### src/rtl/bb_reset_sequencer_if.sv
// Signal bundle between the reset sequencer and the sub-blocks it releases.
// The master side is the sequencer; the slave side is the set of sub-blocks.
interface bb_reset_sequencer_if #(
    parameter int STAGE_NUM = 4
);
    logic                 sw_rst_req;
    logic [STAGE_NUM-1:0] stage_ack;
    logic [STAGE_NUM-1:0] stage_rst_n;
    logic                 seq_busy;
    logic                 seq_done;
    logic [STAGE_NUM-1:0] ack_err;

    modport master (
        input  sw_rst_req,
        input  stage_ack,
        output stage_rst_n,
        output seq_busy,
        output seq_done,
        output ack_err
    );

    modport slave (
        output sw_rst_req,
        output stage_ack,
        input  stage_rst_n,
        input  seq_busy,
        input  seq_done,
        input  ack_err
    );
endinterface

### src/rtl/bb_reset_sequencer.sv
// Staged reset-release sequencer: hold all sub-block resets, then release them
// one at a time with a fixed gap and an acknowledge wait bounded by a timeout.
module bb_reset_sequencer #(
    parameter int STAGE_NUM   = 4,
    parameter int HOLD_CYC    = 8,
    parameter int GAP_CYC     = 16,
    parameter int ACK_TIMEOUT = 256
) (
    input  logic                   clk,
    input  logic                   rst_n,
    bb_reset_sequencer_if.master   bus
);

    localparam int MAX_HG  = (HOLD_CYC > GAP_CYC) ? HOLD_CYC : GAP_CYC;
    localparam int MAX_CYC = (MAX_HG > ACK_TIMEOUT) ? MAX_HG : ACK_TIMEOUT;
    localparam int CNT_W   = $clog2(MAX_CYC + 1);
    localparam int IDX_W   = (STAGE_NUM > 1) ? $clog2(STAGE_NUM) : 1;

    localparam logic [CNT_W-1:0] HOLD_LAST = CNT_W'(HOLD_CYC - 1);
    localparam logic [CNT_W-1:0] GAP_LAST  = CNT_W'(GAP_CYC - 1);
    localparam logic [CNT_W-1:0] ACK_LAST  = CNT_W'(ACK_TIMEOUT - 1);
    localparam logic [IDX_W-1:0] IDX_LAST  = IDX_W'(STAGE_NUM - 1);

    typedef enum logic [1:0] {
        HOLD,
        GAP,
        ACK,
        DONE
    } state_t;

    state_t               state_q, state_d;
    logic [CNT_W-1:0]     cnt_q, cnt_d;
    logic [IDX_W-1:0]     idx_q, idx_d;
    logic [STAGE_NUM-1:0] rst_q, rst_d;
    logic [STAGE_NUM-1:0] err_q, err_d;
    logic                 done_q, done_d;

    // Shift instead of bit-select so a one-stage build never indexes past bit 0.
    logic [STAGE_NUM-1:0] ack_shift;
    logic [STAGE_NUM-1:0] idx_mask;
    logic                 ack_cur;

    assign ack_shift = bus.stage_ack >> idx_q;
    assign ack_cur   = ack_shift[0];
    assign idx_mask  = STAGE_NUM'(1) << idx_q;

    // NOTE: every signal gets its default before the case statement, so no
    // path through this block can leave a value unassigned and infer a latch.
    always_comb begin
        state_d = state_q;
        cnt_d   = cnt_q;
        idx_d   = idx_q;
        rst_d   = rst_q;
        err_d   = err_q;
        done_d  = done_q;

        unique case (state_q)
            HOLD: begin
                if (cnt_q == HOLD_LAST) begin
                    state_d = GAP;
                    cnt_d   = '0;
                end else begin
                    cnt_d = cnt_q + CNT_W'(1);
                end
            end

            GAP: begin
                if (cnt_q == GAP_LAST) begin
                    rst_d   = rst_q | idx_mask;
                    state_d = ACK;
                    cnt_d   = '0;
                end else begin
                    cnt_d = cnt_q + CNT_W'(1);
                end
            end

            ACK: begin
                // An acknowledge on the timeout edge still counts as success.
                if (ack_cur || (cnt_q == ACK_LAST)) begin
                    if (!ack_cur) begin
                        err_d = err_q | idx_mask;
                    end
                    cnt_d = '0;
                    if (idx_q == IDX_LAST) begin
                        state_d = DONE;
                        done_d  = 1'b1;
                    end else begin
                        idx_d   = idx_q + IDX_W'(1);
                        state_d = GAP;
                    end
                end else begin
                    cnt_d = cnt_q + CNT_W'(1);
                end
            end

            DONE: begin
                if (bus.sw_rst_req) begin
                    rst_d   = '0;
                    done_d  = 1'b0;
                    idx_d   = '0;
                    cnt_d   = '0;
                    state_d = HOLD;
                end
            end

            default: begin
                state_d = HOLD;
                cnt_d   = '0;
            end
        endcase
    end

    // NOTE: state registers use non-blocking assignment so every flop samples
    // the pre-edge value of its neighbours, independent of statement order.
    always_ff @(posedge clk or negedge rst_n) begin
        if (!rst_n) begin
            state_q <= HOLD;
            cnt_q   <= '0;
            idx_q   <= '0;
            rst_q   <= '0;
            err_q   <= '0;
            done_q  <= 1'b0;
        end else begin
            state_q <= state_d;
            cnt_q   <= cnt_d;
            idx_q   <= idx_d;
            rst_q   <= rst_d;
            err_q   <= err_d;
            done_q  <= done_d;
        end
    end

    assign bus.stage_rst_n = rst_q;
    assign bus.ack_err     = err_q;
    assign bus.seq_done    = done_q;
    assign bus.seq_busy    = (state_q != DONE);

endmodule

### src/flat_wrapper.sv
// flat-port wrapper written by rule: the top's interface ports become plain ports
module bb_reset_sequencer_flat 
#(
    parameter int STAGE_NUM   = 4,
    parameter int HOLD_CYC    = 8,
    parameter int GAP_CYC     = 16,
    parameter int ACK_TIMEOUT = 256
)
  (clk, rst_n, bus_sw_rst_req, bus_stage_ack, bus_stage_rst_n, bus_seq_busy, bus_seq_done, bus_ack_err);
  bb_reset_sequencer_if #(.STAGE_NUM(STAGE_NUM)) bus_i ();
  input  logic clk;
  input  logic rst_n;
  input wire logic [$bits(bus_i.sw_rst_req)-1:0] bus_sw_rst_req;
  input wire logic [$bits(bus_i.stage_ack)-1:0] bus_stage_ack;
  output wire logic [$bits(bus_i.stage_rst_n)-1:0] bus_stage_rst_n;
  output wire logic [$bits(bus_i.seq_busy)-1:0] bus_seq_busy;
  output wire logic [$bits(bus_i.seq_done)-1:0] bus_seq_done;
  output wire logic [$bits(bus_i.ack_err)-1:0] bus_ack_err;
  assign bus_i.sw_rst_req = bus_sw_rst_req;
  assign bus_i.stage_ack = bus_stage_ack;
  assign bus_stage_rst_n = bus_i.stage_rst_n;
  assign bus_seq_busy = bus_i.seq_busy;
  assign bus_seq_done = bus_i.seq_done;
  assign bus_ack_err = bus_i.ack_err;
  bb_reset_sequencer #(.STAGE_NUM(STAGE_NUM), .HOLD_CYC(HOLD_CYC), .GAP_CYC(GAP_CYC), .ACK_TIMEOUT(ACK_TIMEOUT)) u_core (.clk(clk), .rst_n(rst_n), .bus(bus_i));
endmodule
### config.mk
export PLATFORM = sky130hd
export DESIGN_NAME = bb_reset_sequencer_flat
export DESIGN_NICKNAME = d
export VERILOG_FILES = /design/src/rtl/bb_reset_sequencer_if.sv /design/src/rtl/bb_reset_sequencer.sv /design/src/flat_wrapper.sv
export SDC_FILE = /design/constraint.sdc
export NUM_CORES = 1
export LEC_CHECK = 0
export CORE_MARGIN = 4
export CORE_UTILIZATION = 53
export DETAILED_ROUTE_END_ITERATION = 6
export PLACE_DENSITY = 0.82
export SLEW_MARGIN = 20
export SYNTH_ARGS = -nofsm -noshare
export SYNTH_HDL_FRONTEND = slang
export SYNTH_SLANG_ARGS = --single-unit
### constraint.sdc
create_clock -name clk -period 2.4 [get_ports clk]
set_input_delay 0.72 -clock clk [delete_from_list [all_inputs] [get_ports clk]]
set_output_delay 0.72 -clock clk [all_outputs]
set_load 0.005 [all_outputs]
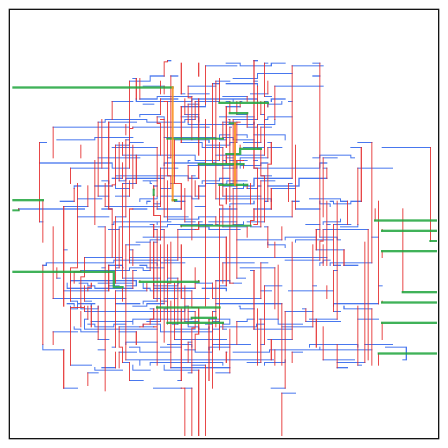
Figure 1: run 1, wiring by layer.
Key: metal 3 = green [wire length 160 µm]; metal 4 = orange [wire length 23.1 µm]; metal 2 = red [wire length 1310 µm]; metal 1 = blue [wire length 1220 µm]

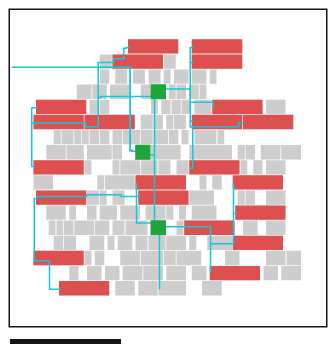
Figure 2: run 1, clock distribution.
The bar under the picture is 20 µm long.
Key: clock wires = cyan [length 258 µm]; clock drivers = green [count 3]; flip-flops = red [count 22]
Position of the flops: spread over the die. There are 4 routed clock nets.

==> impl_metrics.json, run 1 <==
{
  "status": "finished, final reports clean",
  "maximum_level_of_the_cts_h_tree": 1,
  "io_pins": 17,
  "largest_register_ffs": 9,
  "largest_delay_share_family_worst_path": "flip-flops",
  "cts_resized": 0,
  "placed_cells_incl_taps": 175,
  "ys_ff": 22,
  "ys_warnings": 0,
  "proportion_of_power_drawn_by_combinational_gates_pct": 48.1,
  "ff_to_ff_end": "u_core.cnt_q[6]$_DFFE_PN0N_",
  "worst_hold_path_type": "reg -> reg",
  "cell_depth_of_the_worst_hold_path": 1,
  "firstDrtPassIters": 4,
  "tritoncts_num_sinks": 22,
  "crit_buf_inv": 1,
  "yosysChipArea_um2": 1270,
  "routed_via_density": 6.06,
  "max_flop_register": "u_core.cnt_q",
  "min_delay_src": "u_core.bus.ack_err[2]$_DFFE_PN0P_",
  "fin_tns_setup_ns": 0,
  "grtUsageTotal_pct": 17.6,
  "clk_pin_slew_worst_paths_ns": 0.12,
  "fp_util_pct": 56.7,
  "syn_to_final_growth_pct": 19.0,
  "drt-wirelength-per-cell_um": 15.1,
  "ctsLongestPathBuffers": 2,
  "unrepaired_setup_endpoints_after_global_routing": "false",
  "dieArea_um2": 3240,
  "power.ir.vdd_worst_v": 0.000663,
  "regToRegStartpoint": "u_core.cnt_q[0]$_DFFE_PN0N_",
  "timing.final.crit_share_pct": 91.7,
  "ys.flop_type": "sky130_fd_sc_hd__dfrtp_1",
  "critical_path.startpoint": "u_core.state_q[1]$_DFFE_PN0P_",
  "floorplan.die.width_um": 56.9,
  "log.warning_count": 29,
  "via_count_of_the_first_global_routing_pass": 1015,
  "num-nets-final": 165,
  "finalWorstPathRequiredPeriod_ns": 2.20,
  "clock_power_share_pct": 12.7,
  "yosys-stat-cells": 132,
  "p_int_w": 0.000950,
  "cts_tree": "built",
  "timing.critical_path.to_type": "output pin",
  "mappedNetlistArea_um2": 1270,
  "placeableCoreArea_um2": 2230,
  "number_of_different_library_cells_in_the_post_synthesis_netlist": 40,
  "timing.fmax_mhz": 455,
  "globalRouteOverflowTotal": 0,
  "mostFrequentLayoutCells": "22 x sky130_fd_sc_hd__dfrtp_1, 16 x sky130_fd_sc_hd__clkdlybuf4s50_1, 13 x sky130_fd_sc_hd__nand2_1, 13 x sky130_fd_sc_hd__o21ai_0, 10 x sky130_fd_sc_hd__nor2_1",
  "fin_cells": 179,
  "reg2reg_slack_ns": 0.26,
  "slowest_delay_ns": 0.54,
  "clock.latency.late_pin_ns": 0.30,
  "number_of_antenna_violations_at_the_first_check_in_global_routing": 0,
  "dpl_worst_slack_ns": 0.169,
  "placed_cell_area_um2": 1460,
  "postSynthAreaPerCell_um2": 9.59,
  "syn-num-nets": 145,
  "setup_slack_ns": 0.200,
  "drc_errors": 0,
  "synthArstFlopShare_pct": 100,
  "seq_cell_power_w": 0.000630,
  "worst_margin_slew_ns": 0.643,
  "logic_area_um2": 683,
  "grt_start_max_net_pins": 23,
  "layout.cells.most_common": "sky130_fd_sc_hd__dfrtp_1",
  "worst-path-stages": 2,
  "grt_first_pass_wirelength_um": 4520,
  "synthesis.instances": 132
}
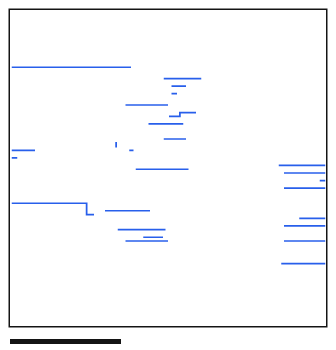
Figure 3: run 1, metal 3.
The bar under the picture is 20 µm long.
The longest straight run is 21.2 µm. The layer holds 5.9% of the routed length. The wires run mostly horizontal. 23 nets have wire on it.

[run 1: cell usage after synthesis (all sizes together), types with 2 or more instances]
master	count	area, µm²
ha	6	75.1
nand2	13	48.8
nor4	3	33.8
nor2b	2	12.5
o211ai	2	15.0
dfrtp	22	551
o21ai	13	65.1
buf	3	17.5
and3	2	12.5
a21oi	5	25.0
a21boi	2	15.0
a32o	2	20.0
nand3	2	10.0
nor2	11	43.8
mux2i	4	40.0
mux2	2	22.5
o22ai	4	25.0
nor3	5	25.0
or2	3	18.8
xnor2	2	17.5
a21o	4	30.0
inv	5	18.8
[run 1: logic make-up (layout without fill, tap and decap cells)]
| family | count (synthesis) | after routing | synth area share [%] |
|---|---|---|---|
| fa+ha+maj | 6 | 6 | 5.93 |
| mux | 6 | 6 | 4.94 |
| xor+xnor | 2 | 2 | 1.38 |
| compound gates | 40 | 40 | 21.0 |
| buf+inv | 9 | 28 | 3.16 |
| flops | 22 | 22 | 43.5 |
| simple gates | 47 | 47 | 20.1 |
[run 1: metrics by stage]
step / hold slack (ns) / total power [W]
6_report: 0.471 / 0.00161
5_1_grt: 0.484 / 0.00174
4_1_cts: 0.475 / 0.00161
3_5_place_dp: 0.446 / 0.00140
3_3_place_gp: 0.438 / 0.00137
2_1_floorplan: 0.424 / 0.00115
[run 1: metal layers]
metal / vias to the layer above / share of wire (%) / GRT usage [%] / wire length [µm]
met5: - / 0 / 0 / 0
met3: 4 / 5.9 / 2.99 / 160
met4: 0 / 0.85 / 7.28 / 23
li1: 522 / - / - / -
met2: 38 / 48 / 27.9 / 1310
met1: 521 / 45 / 23.7 / 1220
[run 1: final cells by class]
cell class	count	area share (%)
flip-flops and latches	22	36.5
repair buffers	19	12.1
clock buffers	4	2.41
inverters	5	1.25
well taps	28	2.33
multi-input cells	101	45.3
Figure 4. Register map, names as in the netlist (run 1).
Other sequential cells in the stronger grey, the rest of the logic in the fainter grey.
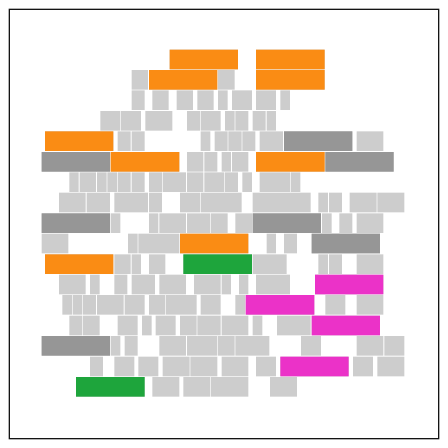

--- run 2 (diff from run 1) ---
--- a/config.mk
+++ b/config.mk
@@ -5,11 +5,12 @@
 export SDC_FILE = /design/constraint.sdc
 export NUM_CORES = 1
 export LEC_CHECK = 0
+export CORE_ASPECT_RATIO = 0.9
 export CORE_MARGIN = 4
 export CORE_UTILIZATION = 53
 export DETAILED_ROUTE_END_ITERATION = 6
+export GPL_TIMING_DRIVEN = 0
 export PLACE_DENSITY = 0.82
-export SLEW_MARGIN = 20
 export SYNTH_ARGS = -nofsm -noshare
 export SYNTH_HDL_FRONTEND = slang
 export SYNTH_SLANG_ARGS = --single-unit
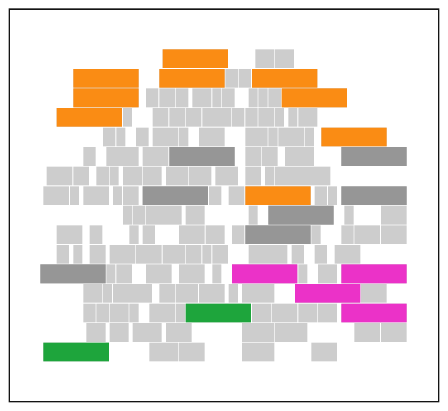
Figure 5: run 2, register map, names as in the netlist.
Other sequential cells in the stronger grey, the rest of the logic in the fainter grey.
Key: u_core.cnt_q = orange [flops 9]; u_core.bus.ack_err = magenta [flops 4]; u_core.idx_q = green [flops 2]

==> run 2 against run 1 <==
Net effect: clock power rose by 3%; combinational power increased by 5.2%; fmax is 2.9% lower; synthesized area did not move; largest power group unchanged; synthesized cell count unchanged.
==> impl_metrics.json, run 2 <==
{
  "num-nets-final": 166,
  "grt_first_pass_wirelength_um": 4530,
  "finalWorstPathRequiredPeriod_ns": 2.26,
  "fillers": 170,
  "yosysChipArea_um2": 1270,
  "drt.antenna.violating_nets": 0,
  "synthArstFlopShare_pct": 100,
  "finalMaxSlewViolations": 0,
  "worst_hold_path_type": "reg -> reg",
  "ys.flop_type": "sky130_fd_sc_hd__dfrtp_1",
  "power.ir.vdd_worst_v": 0.000720,
  "timing.final.crit_share_pct": 94.4,
  "drt_iter0_markers": 29,
  "synthesis.instances": 132,
  "tritoncts.num_buffers": 3,
  "timing.critical_path.to_type": "flop",
  "io_pins": 17,
  "drt_wl_total_um": 2670,
  "placeableCoreArea_um2": 2220,
  "clock-skew-final_ns": 0.00799,
  "synth_top_cell_by_area": "sky130_fd_sc_hd__dfrtp_1",
  "drt-wirelength-per-cell_um": 14.9,
  "setup.worst_path.class": "reg -> reg",
  "wl_met2_um": 1210,
  "timing.final.setup_violations": 0,
  "utilization_pct": 68.4,
  "tapcell.inserted": 27,
  "mostFrequentLayoutCells": "22 x sky130_fd_sc_hd__dfrtp_1, 16 x sky130_fd_sc_hd__clkdlybuf4s50_1, 13 x sky130_fd_sc_hd__nand2_1, 13 x sky130_fd_sc_hd__o21ai_0, 10 x sky130_fd_sc_hd__nor2_1",
  "via_count_of_the_first_global_routing_pass": 978,
  "n_all_buffers": 20,
  "dominant-cell-class": "combinational gates",
  "comb-cell-share_pct": 46.0,
  "netlist_top_cells_count": "22 x sky130_fd_sc_hd__dfrtp_1, 13 x sky130_fd_sc_hd__nand2_1, 13 x sky130_fd_sc_hd__o21ai_0",
  "setup.worst_path.start_class": "flop",
  "total_power_w": 0.00163,
  "mappedNetlistArea_um2": 1270,
  "synth.mux.area_fraction_pct": 4.94,
  "dpl_worst_slack_ns": -0.0421,
  "globalRouteOverflowTotal": 0,
  "cap_violations": 0,
  "max-slew-margin-rel_pct": 35.8,
  "fp_util_pct": 57.0,
  "wl_met1_um": 1270,
  "max_flop_register": "u_core.cnt_q",
  "grt_util_met3_pct": 4.48,
  "firstDrtPassIters": 4,
  "number_of_different_library_cells_in_the_post_synthesis_netlist": 40,
  "numPortBuffers": 16,
  "count_of_flip_flops_with_a_built_in_enable_after_synthesis": 0,
  "placed_cell_area_um2": 1460,
  "clock.latency.late_pin_ns": 0.32,
  "clkCellAreaFrac_pct": 2.39,
  "inverters": 5,
  "flop-count": 22,
  "power_density_nw_per_um2": 1070,
  "status": "finished, final reports clean",
  "top_layer": "met3",
  "post_synth_xor_area_fraction_pct": 1.38,
  "yosysSeqAreaShare_pct": 43.5,
  "buffer_area_share_pct": 11.9,
  "count_leader_synth": "sky130_fd_sc_hd__dfrtp_1",
  "hold-worst-slack_ns": 0.474,
  "grtUsageTotal_pct": 18.6,
  "syn-num-nets": 145,
  "cts_root_buf": "sky130_fd_sc_hd__clkbuf_4",
  "layout.cells.most_common": "sky130_fd_sc_hd__dfrtp_1",
  "placed_cells_incl_taps": 175,
  "worst-endpoint-arrival_ns": 2.46,
  "worst_ep_required_time_ns": 2.60,
  "grt_start_max_net_pins": 23,
  "post_synth_fa_ha_maj_area_fraction_pct": 5.93,
  "ctsLongestPathBuffers": 2,
  "detailroute.wirelength.met3_um": 187,
  "yosys-stat-cells": 132,
  "n_clock_buffer": 4,
  "ys_warnings": 0,
  "cts-hold-fix-buffers": 0,
  "register_area_um2": 551,
  "simple_gate_share_pct": 20.1,
  "path_max_fanout": 7,
  "logic_area_um2": 698,
  "power.leakage_nw": 0.675,
  "global_placer_s_final_weighted_congestion": 0.856,
  "nMultiInputCombCells": 101,
  "hpwlAfterDp_um": 2050,
  "dieArea_um2": 3240,
  "global_route.peak_usage_layer": "met2",
  "postCtsSetupRepairBufs": 0,
  "tritoncts_num_sinks": 22,
  "ys_ff": 22,
  "finalHoldViolCount": 0,
  "number_of_antenna_violations_at_the_first_check_in_global_routing": 0,
  "antenna-diode-count": 0,
  "grt_util_met1_pct": 25.2,
  "area.share.sequential_pct": 36.2,
  "maximum_level_of_the_cts_h_tree": 1,
  "clk_pin_slew_worst_paths_ns": 0.13,
  "fin_tns_setup_ns": 0,
  "topCombFamilyByArea": "AND-OR/OR-AND gates",
  "vias": 1086,
  "drc_errors": 0,
  "timing.fmax_mhz": 442,
  "log.warning_count": 29,
  "largest_register_ffs": 9,
  "setup_slack_ns": 0.135,
  "topCellsByArea": "sky130_fd_sc_hd__dfrtp_1 43%, sky130_fd_sc_hd__ha_1 5.9%, sky130_fd_sc_hd__o21ai_0 5.1%",
  "post_route_cells_drive_above_1_share_pct": 13.2,
  "floorplan.die.width_um": 59.5,
  "routed_via_density": 6.07,
  "die_height_um": 54.4,
  "fin_cells": 179,
  "aoi_share_pct": 21.0,
  "std_cell_rows": 16,
  "synth.top_cell.area_share_pct": 43.5,
  "syn_to_final_growth_pct": 20.0,
  "worst_margin_slew_ns": 0.960,
  "cts_tree": "built",
  "grtUsageMet2_pct": 31.8,
  "postSynthAreaPerCell_um2": 9.59,
  "layout.cell_area.non_filler_um2": 1520
}
-- run 2: worst paths after layout --
kind	from	to	slack, ns	depth (start not counted)
worst max-delay path	u_core.cnt_q[0]$_DFFE_PN0N_	u_core.cnt_q[6]$_DFFE_PN0N_	0.14	8
worst min-delay path	u_core.bus.ack_err[3]$_DFFE_PN0P_	u_core.bus.ack_err[3]$_DFFE_PN0P_	0.47	1
worst max register to register	u_core.cnt_q[0]$_DFFE_PN0N_	u_core.cnt_q[6]$_DFFE_PN0N_	0.14	8
worst min register to register	u_core.bus.ack_err[3]$_DFFE_PN0P_	u_core.bus.ack_err[3]$_DFFE_PN0P_	0.47	1
max in group asynchronous	rst_n	u_core.cnt_q[7]$_DFFE_PN0N_	0.89	1
min in group asynchronous	rst_n	u_core.idx_q[1]$_DFFE_PN0P_	0.92	1
-- run 2: worst max-delay path, cell delays in order, from the launching register on --
cell                       delay (ns)
sky130_fd_sc_hd__dfrtp_1         0.42
sky130_fd_sc_hd__ha_1            0.22
sky130_fd_sc_hd__nand3_2         0.18
sky130_fd_sc_hd__nor3_2          0.25
sky130_fd_sc_hd__ha_2            0.27
sky130_fd_sc_hd__nor2b_1         0.10
sky130_fd_sc_hd__a32o_1          0.37
sky130_fd_sc_hd__o21ai_0         0.23
sky130_fd_sc_hd__o211ai_1        0.12
-- run 2: repair_timing --
item / 4_1_cts / 5_1_grt
endpoints found under the setup margin: 7 / 10
gates resized: 2 / 3
hold endpoints to repair: 0 / 0
pin swaps: 0 / 0
-- run 2: power by group --
part / switching (W) / total (W) / internal (W)
clock network: 0.000117 / 0.000210 / 0.0000928
logic: 0.000427 / 0.000814 / 0.000387
registers: 0.000122 / 0.000606 / 0.000485
total: 0.000666 / 0.00163 / 0.000965
Figure 6. Clock distribution (run 2).
The bar under the picture is 20 µm long.
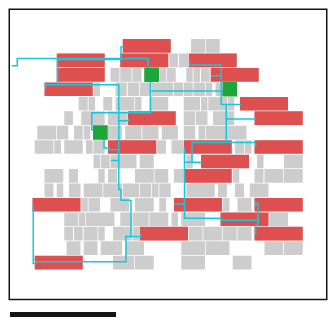

--- run 3 (diff from run 2) ---
--- a/config.mk
+++ b/config.mk
@@ -10,6 +10,7 @@
 export CORE_UTILIZATION = 53
 export DETAILED_ROUTE_END_ITERATION = 6
 export GPL_TIMING_DRIVEN = 0
+export MAX_ROUTING_LAYER = met4
 export PLACE_DENSITY = 0.82
 export SYNTH_ARGS = -nofsm -noshare
 export SYNTH_HDL_FRONTEND = slang
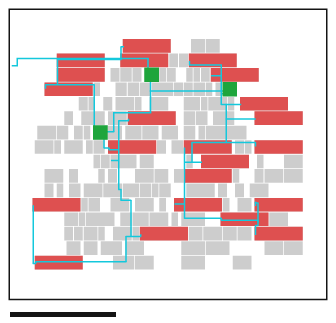
Figure 7: run 3, clock distribution.
The bar under the picture is 20 µm long.
Key: clock drivers = green [count 3]; clock wires = cyan [length 265 µm]; flip-flops = red [count 22]
There are 4 routed clock nets.

==> run 3 against run 2 <==
Net effect: sequential share of layout area is the same; first-iteration DRC count is 3.4% higher; sequential power about the same; setup slack worse by 0.0043 ns; hold slack hardly changed; combinational power about the same; design area unchanged; via count fell by 0.18%; final cell count is the same; critical path type unchanged; largest cell class unchanged; largest power group unchanged.
==> impl_metrics.json, run 3 <==
{
  "status": "finished, final reports clean",
  "drt.antenna.violating_nets": 0,
  "drc_errors": 0,
  "power_density_nw_per_um2": 1070,
  "timing.final.setup_violations": 0,
  "fin_tns_setup_ns": 0,
  "max-slew-margin-rel_pct": 35.6,
  "globalRouteOverflowTotal": 0,
  "total_power_w": 0.00163,
  "top_layer": "met3",
  "slowest_delay_ns": 0.42,
  "finalHoldViolCount": 0,
  "wl_met1_um": 1290,
  "register_area_um2": 551,
  "timing.final.crit_share_pct": 94.5,
  "drt_iter0_markers": 30,
  "utilization_pct": 68.4,
  "grtUsageMet2_pct": 31.8,
  "yosys-stat-cells": 132,
  "fp_util_pct": 57.0,
  "wl_met2_um": 1220,
  "largest_register_ffs": 9,
  "postCtsSetupRepairBufs": 0,
  "hpwlAfterDp_um": 2050,
  "placed_cells_incl_taps": 175,
  "global_route.peak_usage_layer": "met2",
  "synth.top_cell.area_share_pct": 43.5,
  "fin_cells": 179,
  "log.warning_count": 29,
  "worst-endpoint-arrival_ns": 2.46,
  "grt_util_met3_pct": 4.48,
  "drt-wirelength-per-cell_um": 15.0,
  "postSynthAreaPerCell_um2": 9.59,
  "tritoncts.num_buffers": 3,
  "numPortBuffers": 16,
  "hold-worst-slack_ns": 0.474,
  "vias": 1084,
  "cap_violations": 0,
  "layout.cells.most_common": "sky130_fd_sc_hd__dfrtp_1",
  "setup.worst_path.class": "reg -> reg",
  "drt_wl_total_um": 2680,
  "global_placer_s_final_weighted_congestion": 0.870,
  "firstDrtPassIters": 4,
  "fillers": 170,
  "ctsLongestPathBuffers": 2,
  "dpl_worst_slack_ns": -0.0421,
  "via_count_of_the_first_global_routing_pass": 975,
  "power.ir.vdd_worst_v": 0.000723,
  "num-nets-final": 166,
  "ys.flop_type": "sky130_fd_sc_hd__dfrtp_1",
  "setup_slack_ns": 0.131,
  "clock.latency.late_pin_ns": 0.31,
  "count_leader_synth": "sky130_fd_sc_hd__dfrtp_1",
  "cp_cell_sequence": "ha_1 > nand3_2 > nor3_2 > ha_2 > nor2b_1 > a32o_1 > o21ai_0 > o211ai_1",
  "worst_ep_required_time_ns": 2.59,
  "placed_cell_area_um2": 1460,
  "ys_warnings": 0,
  "grt_first_pass_wirelength_um": 4540,
  "logic_area_um2": 698,
  "grt_util_met1_pct": 25.2,
  "io_pins": 17,
  "number_of_different_library_cells_in_the_post_synthesis_netlist": 40,
  "maximum_level_of_the_cts_h_tree": 1,
  "cts_resized": 2,
  "mappedNetlistArea_um2": 1270,
  "syn-num-nets": 145,
  "yosysChipArea_um2": 1270,
  "layout.cell_area.non_filler_um2": 1520,
  "clock-skew-final_ns": 0.00897,
  "dieArea_um2": 3240,
  "setup.worst_path.start_class": "flop",
  "detailroute.wirelength.met3_um": 167,
  "grtUsageTotal_pct": 19.1,
  "finalWorstPathRequiredPeriod_ns": 2.27,
  "tritoncts_num_sinks": 22,
  "synthArstFlopShare_pct": 100,
  "topCellsByArea": "sky130_fd_sc_hd__dfrtp_1 43%, sky130_fd_sc_hd__ha_1 5.9%, sky130_fd_sc_hd__o21ai_0 5.1%",
  "synth_top_cell_by_area": "sky130_fd_sc_hd__dfrtp_1",
  "synthesis.instances": 132,
  "timing.critical_path.to_type": "flop",
  "mostFrequentLayoutCells": "22 x sky130_fd_sc_hd__dfrtp_1, 16 x sky130_fd_sc_hd__clkdlybuf4s50_1, 13 x sky130_fd_sc_hd__nand2_1, 13 x sky130_fd_sc_hd__o21ai_0, 10 x sky130_fd_sc_hd__nor2_1",
  "cts_tree": "built",
  "yosysSeqAreaShare_pct": 43.5,
  "routed_via_density": 6.06,
  "die_height_um": 54.4,
  "path_max_fanout": 7,
  "placeableCoreArea_um2": 2220,
  "critPathSlowestCell": "sky130_fd_sc_hd__dfrtp_1",
  "floorplan.die.width_um": 59.5,
  "count_of_flip_flops_with_a_built_in_enable_after_synthesis": 0,
  "post_route_cells_drive_above_1_share_pct": 13.2,
  "antenna-diode-count": 0,
  "finalMaxSlewViolations": 0,
  "syn_to_final_growth_pct": 20.0,
  "cts-hold-fix-buffers": 0,
  "cts_root_buf": "sky130_fd_sc_hd__clkbuf_4",
  "netlist_top_cells_count": "22 x sky130_fd_sc_hd__dfrtp_1, 13 x sky130_fd_sc_hd__nand2_1, 13 x sky130_fd_sc_hd__o21ai_0",
  "power.leakage_nw": 0.675,
  "ys_ff": 22,
  "std_cell_rows": 16,
  "clk_pin_slew_worst_paths_ns": 0.13,
  "max_flop_register": "u_core.cnt_q",
  "timing.fmax_mhz": 441,
  "worst_margin_slew_ns": 0.963,
  "grt_start_max_net_pins": 23,
  "number_of_antenna_violations_at_the_first_check_in_global_routing": 0
}
-- run 3: power breakdown --
part	total (W)	internal, W	switching [W]
Combinational	0.000816	0.000387	0.000429
Clock	0.000209	0.0000927	0.000117
Sequential	0.000606	0.000485	0.000122
Total	0.00163	0.000965	0.000667
-- run 3: layout make-up --
cell class / count / share of cell area, %
multi-input combinational: 101 / 46.0
sequential: 22 / 36.2
timing repair buffer: 16 / 10.5
clock buffer: 4 / 2.39
tap: 27 / 2.22
buffer: 4 / 1.40
inverter: 5 / 1.24
-- run 3: logic make-up after synthesis --
kind of cell | Yosys count | share of synthesized area [%]
muxes | 6 | 4.94
adders and majority gates | 6 | 5.93
xor gates and xnor gates | 2 | 1.38
and+or+nand+nor | 47 | 20.1
AOI/OAI and AO/OA | 40 | 21.0
buffers and inverters | 9 | 3.16
DFF | 22 | 43.5
-- run 3: critical path, delay by kind of cell, from the launching register on --
family | cells | cell delay [ns]
and+or+nand+nor | 3 | 0.53
AOI/OAI and AO/OA | 3 | 0.72
DFF | 1 | 0.42
adders and majority gates | 2 | 0.49
-- run 3: final timing paths --
path	from	to	slack [ns]	depth (start not counted)
worst min register to register	u_core.bus.ack_err[3]$_DFFE_PN0P_	u_core.bus.ack_err[3]$_DFFE_PN0P_	0.47	1
min in group asynchronous	rst_n	u_core.idx_q[1]$_DFFE_PN0P_	0.92	1
worst max register to register	u_core.cnt_q[0]$_DFFE_PN0N_	u_core.cnt_q[6]$_DFFE_PN0N_	0.13	8
max in group asynchronous	rst_n	u_core.cnt_q[7]$_DFFE_PN0N_	0.89	1
worst min-delay path	u_core.bus.ack_err[3]$_DFFE_PN0P_	u_core.bus.ack_err[3]$_DFFE_PN0P_	0.47	1
worst max-delay path	u_core.cnt_q[0]$_DFFE_PN0N_	u_core.cnt_q[6]$_DFFE_PN0N_	0.13	8
Power and IR drop assume default switching activity.
